Supply network:
Bar = 20 microns. Pins as bars on the die edge. Tap cells in gray.
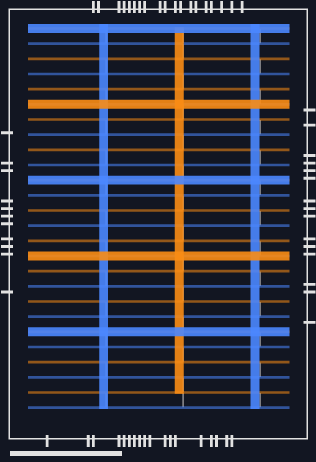
Placement by cell class:
Bar = 20 microns.
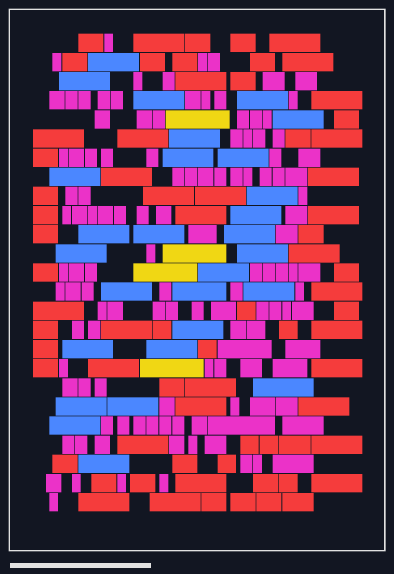
===== src/rtl/apb_bridge_pkg.sv =====
// Shared types and constants for the APB-to-memory bridge.
package apb_bridge_pkg;

   typedef enum logic [1:0] {
      IDLE = 2'd0,
      MEM  = 2'd1,
      RESP = 2'd2
   } state_t;

   localparam logic ERR_OK  = 1'b0;
   localparam logic ERR_SLV = 1'b1;

   // Counter width large enough for the longer of the timeout and fixed-latency windows.
   function automatic int cnt_width(input int a, input int b);
      return $clog2((a > b) ? a : b) + 1;
   endfunction

endpackage


===== src/rtl/apb_wait_counter.sv =====
// Saturating wait counter: cleared outside the memory phase, counts memory-phase
// cycles, and flags the terminal count (fixed latency or timeout window).
module apb_wait_counter #(
   parameter int CNT_W = 4,
   parameter int TERM  = 1
) (
   input  logic clk,
   input  logic reset,
   input  logic clear,
   input  logic enable,
   output logic done
);

   logic [CNT_W-1:0] count;

   // Count memory-phase cycles, holding at all-ones rather than wrapping.
   always_ff @(posedge clk) begin
      if (reset || clear) begin
         count <= '0;
      end else if (enable && (count != '1)) begin
         count <= count + 1'b1;
      end
   end

   assign done = (count == CNT_W'(TERM - 1));

endmodule


===== src/rtl/apb_mem_bridge.sv =====
// APB3 slave bridging one select code to a generic memory/peripheral port.
// Optional feature: define APB_TIMEOUT_EN to abort ack-mode accesses that see no
// mem_ack within TIMEOUT cycles (answered with pslverr=1, prdata=0).
//
// Handshake: a transfer is accepted in IDLE on the setup phase (psel==id, id!=0,
// penable low). mem_req stays high, with mem_we/mem_addr/mem_wdata stable, until
// mem_ack (ACK_MODE=1), FIXED_LAT cycles (ACK_MODE=0) or the timeout. pready is a
// single-cycle pulse; prdata and pslverr are only meaningful while pready is high.
module apb_mem_bridge
   import apb_bridge_pkg::*;
#(
   parameter int ADDR_W    = 8,
   parameter int DATA_W    = 8,
   parameter int SEL_W     = 2,
   parameter int MEM_DEPTH = 256,
   parameter int ACK_MODE  = 1,
   parameter int FIXED_LAT = 1,
   parameter int TIMEOUT   = 64
) (
   input  logic              clk,
   input  logic              reset,
   input  logic [SEL_W-1:0]  id,
   input  logic [SEL_W-1:0]  psel,
   input  logic              penable,
   input  logic              pwrite,
   input  logic [ADDR_W-1:0] paddr,
   input  logic [DATA_W-1:0] pwdata,
   output logic [DATA_W-1:0] prdata,
   output logic              pready,
   output logic              pslverr,
   output logic              mem_req,
   output logic              mem_we,
   output logic [ADDR_W-1:0] mem_addr,
   output logic [DATA_W-1:0] mem_wdata,
   input  logic [DATA_W-1:0] mem_rdata,
   input  logic              mem_ack,
   output state_t            state
);

   localparam int CNT_W = cnt_width(TIMEOUT, FIXED_LAT);
   localparam int TERM  = (ACK_MODE != 0) ? TIMEOUT : FIXED_LAT;

   state_t            state_nx;
   logic              we_q;
   logic [ADDR_W-1:0] addr_q;
   logic [DATA_W-1:0] wdata_q;
   logic [DATA_W-1:0] rdata_q;
   logic              err_q;
   logic              dropped_q;
   logic              cnt_done;
   logic              selected;
   logic              hit;
   logic              range_err;
   logic              mem_done;
   logic              mem_to;

   assign selected  = (psel == id);
   assign hit       = selected && (id != '0) && !penable;
   assign range_err = (32'(paddr) >= 32'(MEM_DEPTH));
   assign mem_done  = (ACK_MODE != 0) ? mem_ack : cnt_done;
`ifdef APB_TIMEOUT_EN
   assign mem_to    = (ACK_MODE != 0) && cnt_done && !mem_ack;
`else
   assign mem_to    = 1'b0;
`endif

   apb_wait_counter #(
      .CNT_W (CNT_W),
      .TERM  (TERM)
   ) u_wait_counter (
      .clk    (clk),
      .reset  (reset),
      .clear  (state != MEM),
      .enable (state == MEM),
      .done   (cnt_done)
   );

   // State register.
   always_ff @(posedge clk) begin
      if (reset) begin
         state <= IDLE;
      end else begin
         state <= state_nx;
      end
   end

   // Next state: out-of-range skips the memory; an abandoned transfer skips the response.
   always_comb begin
      state_nx = state;
      case (state)
         IDLE: if (hit) state_nx = range_err ? RESP : MEM;
         MEM:  if (mem_done || mem_to) state_nx = (dropped_q || !selected) ? IDLE : RESP;
         RESP: state_nx = IDLE;
         default: state_nx = IDLE;
      endcase
   end

   // Capture the request on acceptance and the response when the memory phase ends.
   always_ff @(posedge clk) begin
      if (reset) begin
         we_q      <= 1'b0;
         addr_q    <= '0;
         wdata_q   <= '0;
         rdata_q   <= '0;
         err_q     <= ERR_OK;
         dropped_q <= 1'b0;
      end else begin
         case (state)
            IDLE: begin
               dropped_q <= 1'b0;
               if (hit) begin
                  we_q    <= pwrite;
                  addr_q  <= paddr;
                  wdata_q <= pwdata;
                  rdata_q <= '0;
                  err_q   <= range_err ? ERR_SLV : ERR_OK;
               end
            end
            MEM: begin
               if (!selected) dropped_q <= 1'b1;
               if (mem_done) begin
                  if (!we_q) rdata_q <= mem_rdata;
               end else if (mem_to) begin
                  rdata_q <= '0;
                  err_q   <= ERR_SLV;
               end
            end
            default: ;
         endcase
      end
   end

   // Outputs decoded from state plus captured registers.
   always_comb begin
      mem_req   = (state == MEM);
      pready    = (state == RESP);
      pslverr   = (state == RESP) && (err_q == ERR_SLV);
      prdata    = (state == RESP) ? rdata_q : '0;
      mem_we    = we_q;
      mem_addr  = addr_q;
      mem_wdata = wdata_q;
   end

endmodule


===== config.mk =====
export PLATFORM = sky130hd
export DESIGN_NAME = apb_mem_bridge
export DESIGN_NICKNAME = d
export VERILOG_FILES = /design/src/rtl/apb_bridge_pkg.sv /design/src/rtl/apb_wait_counter.sv /design/src/rtl/apb_mem_bridge.sv
export SDC_FILE = /design/constraint.sdc
export NUM_CORES = 1
export LEC_CHECK = 0
export CORE_ASPECT_RATIO = 1.5
export CORE_MARGIN = 3
export CORE_UTILIZATION = 40
export CTS_BUF_LIST = sky130_fd_sc_hd__clkbuf_16
export DETAILED_ROUTE_END_ITERATION = 6
export GPL_ROUTABILITY_DRIVEN = 0
export PLACE_DENSITY = 0.82
export SYNTH_ARGS = -nofsm -noshare
export SYNTH_HDL_FRONTEND = slang
export SYNTH_SLANG_ARGS = --single-unit
export TNS_END_PERCENT = 50

===== constraint.sdc =====
create_clock -name clk -period 1.8 [get_ports clk]
set_input_delay 0.36 -clock clk [delete_from_list [all_inputs] [get_ports clk]]
set_output_delay 0.36 -clock clk [all_outputs]
set_load 0.1 [all_outputs]

==> reports/metrics.cfg <==
[status]
status = completed

[sta]
finalHoldViolations = 0
slew_viol_final = 0
skew_ps = 6.63
fin_ws_ps = 68.4
rsz0062_at_grt = true
period_minus_slack_ps = 1730
whs_ps = 479
fmaxAchievable_ghz = 0.578
tns_ps = 0
finalCritPeriodShare_pct = 96.2
final-setup-viol-count = 0

[finish]
fin_nets = 258
layout_top_cells = clkdlybuf4s50_1 (30), buf_12 (30), a21oi_1 (26), dfxtp_1 (26), o21ai_0 (25)
synthToLayoutAreaGrowth_pct = 82.6
fin_util_pct = 76.4
num-fill-cells = 223
seq_area_sq_um = 566
layout-drive-gt1-share_pct = 26.8
antenna_cells = 0
combGateArea_sq_um = 668

[power_and_ir_drop]
p_seq_share_pct = 40.6
total_power_uw = 1610
power_frac_comb_pct = 22.5
p_leak_uw = 0.000994
pwr-share-clk_pct = 36.9
p_switching_uw = 426
p_per_area_nw_per_um2 = 661
intPower_uw = 1190
switching_share_pct = 26.4

[worst_setup_path]
crit_type = in -> reg
crit_end = mem_addr[5]$_SDFFE_PP0P_
timing.rr.start = state[0]$_SDFFE_PP0P_
ff2ff_path_depth = 4
path_buffers = 2
r2r-end = rdata_q[1]$_SDFFE_PP0P_
cp-startpoint = psel[0]
crit_chain = clkdlybuf4s50_1 > and4bb_4 > a22oi_4 > buf_12 > or3_1 > a21oi_1
crit_path_top_delay_cell = clkdlybuf4s50_1
crit_cells = 6
cp_top_family = simple AND/OR/NAND/NOR gates
slowest_delay_ps = 430
crit_arrival_ps = 1930
cp-start-kind = primary input
required_ps = 2000
crit_fanout = 35
endpoint_kind = register
r2r_setup_slack_ps = 360

[run]
cap_violations = 0
warnings = 27

[grt]
first_global_vias = 1290
antenna_found_initial = 0
grt_max_degree = 36
grt_first_pass_wirelength_mm = 6.00
grt_overflow = 0
grtUsageTotal_pct = 19.3

[drt]
avgRoutedWirePerCell_microns = 13.5
route.detailed.drc = 0
ant_nets = 0
via_per_inst = 4.94
vias = 1304
routed_wl_mm = 3.57
drt_iter0_drc = 33
dr.pass1.iters = 4

[logic_synthesis]
ys.flops = 28
syn_nets = 197
synth_area_per_cell_sq_um = 8.14
topCellsByArea = dfxtp_1 (42%), a21oi_1 (9.7%), o21ai_0 (9.4%), or3_1 (8.0%), inv_1 (5.1%)
seq_area_frac_synth_pct = 42.0
ys_area_sq_um = 1340
ys_warn_count = 0
synth_area_leader_cell = dfxtp_1
synth.cell_area_sq_um = 1340
yosysCellCount = 164
yosysTopAreaCellShare_pct = 42.0
synth_cells = 164
ys_types = 29

[floorplanning]
die_area_sq_um = 4080
io_pins = 63
fp_util_pct = 41.8
die_w_microns = 53.2

[clocking]
clock_path_buffers = 2
root_buffer = clkbuf_16
cts_buffers = 3
clkSinkCount = 28
path_clk_slew_ps = 70
clock.latency.late_pin_ps = 270
postCtsHoldBufs = 0
htreeDepth = 1
cts_tree = done

[placed_design]
pre_cts_ws_ps = -217
dpl.hpwl_mm = 2.72
port_buffers = 61

[min_path]
hold_class = reg -> reg
hold_start = rdata_q[4]$_SDFFE_PP0P_

Back to the opening pictures, 'supply network':
blue -> VSS
orange -> VDD
met5 straps = 5
rows = 25
tap cells = 40
met4 straps = 3
signal pins = 63
VDD IR max: 0.000666 V
die height: 76.8 microns

Back to the opening pictures, 'placement by cell class':
red -> remaining buffers and delay cells  # cells 70, share of their area 41%
yellow -> clock drivers and dummy loads  # cells 4, share of their area 4.2%
blue -> sequential cells  # cells 28, share of their area 24%
magenta -> combinational and other logic  # cells 122, share of their area 31%
Final Cell Area: 2440 sq um
area of the core: 3190 sq um
row cnt: 25

## synthesized netlist by cell type
cell type,number
nand2b_1,1
and4bb_4,1
inv_1,18
nand2_1,8
or3_1,17
nor4b_1,1
nor3_1,2
xnor2_2,1
a21o_1,1
and2_1,8
buf_4,1
and3b_2,1
o21ai_0,25
xnor2_1,1
buf_1,1
a221oi_4,1
buf_6,2
clkbuf_1,8
nor2_1,2
and4_1,1
nor2b_1,2
nor4bb_1,1
a21oi_1,26
mux2_2,1
a22oi_4,1
dfxtp_1,28
conb_1,1
buf_2,2
or2_1,1
## cell type report
class	count	share of cell area, %
multi-input cells	104	27.4
flip-flops and latches	28	23.2
well taps	40	2.05
repair buffers	70	40.5
inverters	18	2.77
clock buffers	4	4.11
## layer usage
layer  up-vias  share of wire [%]  GRT usage [%]
li1        667                  -              -
met4         0                2.9           9.21
met1       589                 34           21.3
met2        39                 59           34.2
met5         -                  0              0
met3         9                3.9           2.91
## logic make-up after synthesis
family / count (synthesis) / share of synthesized area (%)
compound gates: 54 / 23.2
xor+xnor: 2 / 1.87
buf+inv: 32 / 10.6
flops: 28 / 42.0
mux: 1 / 0.843
other cells: 1 / 0.281
simple gates: 46 / 21.2
## power groups by stage
stage	registers [uW]	clock network [uW]	logic [uW]
CTS	654	609	365
floorplan	757	0	105
detailed placement	668	0	363
finish	654	596	363
global route	655	634	385
global placement	666	0	358
## stage by stage
step | area, sq um | instances
floorplan | 1400 | 164
global route | 2440 | 264
detailed placement | 2320 | 259
finish | 2440 | 264
global placement | 2320 | 259
CTS | 2420 | 263
## how the worst min path moves through the flow
| stage | to | slack, ps | cells past startpoint |
|---|---|---|---|
| after global routing | rdata_q[4]$_SDFFE_PP0P_ | 500 | 2 |
| after global placement | rdata_q[2]$_SDFFE_PP0P_ | 460 | 2 |
| after detailed placement | rdata_q[2]$_SDFFE_PP0P_ | 470 | 2 |
| final | rdata_q[4]$_SDFFE_PP0P_ | 480 | 2 |
| after floorplan | rdata_q[1]$_SDFFE_PP0P_ | 450 | 2 |
| after CTS | rdata_q[2]$_SDFFE_PP0P_ | 480 | 2 |
## timing repair
| action | in CTS | in global routing |
|---|---|---|
| setup buffers | 0 | 1 |
| gates resized | 0 | 2 |
| endpoints found under the hold margin | 0 | 0 |
| setup endpoints to repair | 0 | 13 |
## state kept, by name, summed over array words and instances (netlist names)
name       flops
state          2
rdata_q        8
mem_wdata      8
dropped_q      1
mem_we         1
mem_addr       8
## worst register-to-register path, cell delays in order (launching register included)
cell	delay, ps
dfxtp_2	390
or2_1	290
a221oi_4	330
o21ai_0	190
a21oi_1	180
Power is estimated from default activity; no workload was simulated.
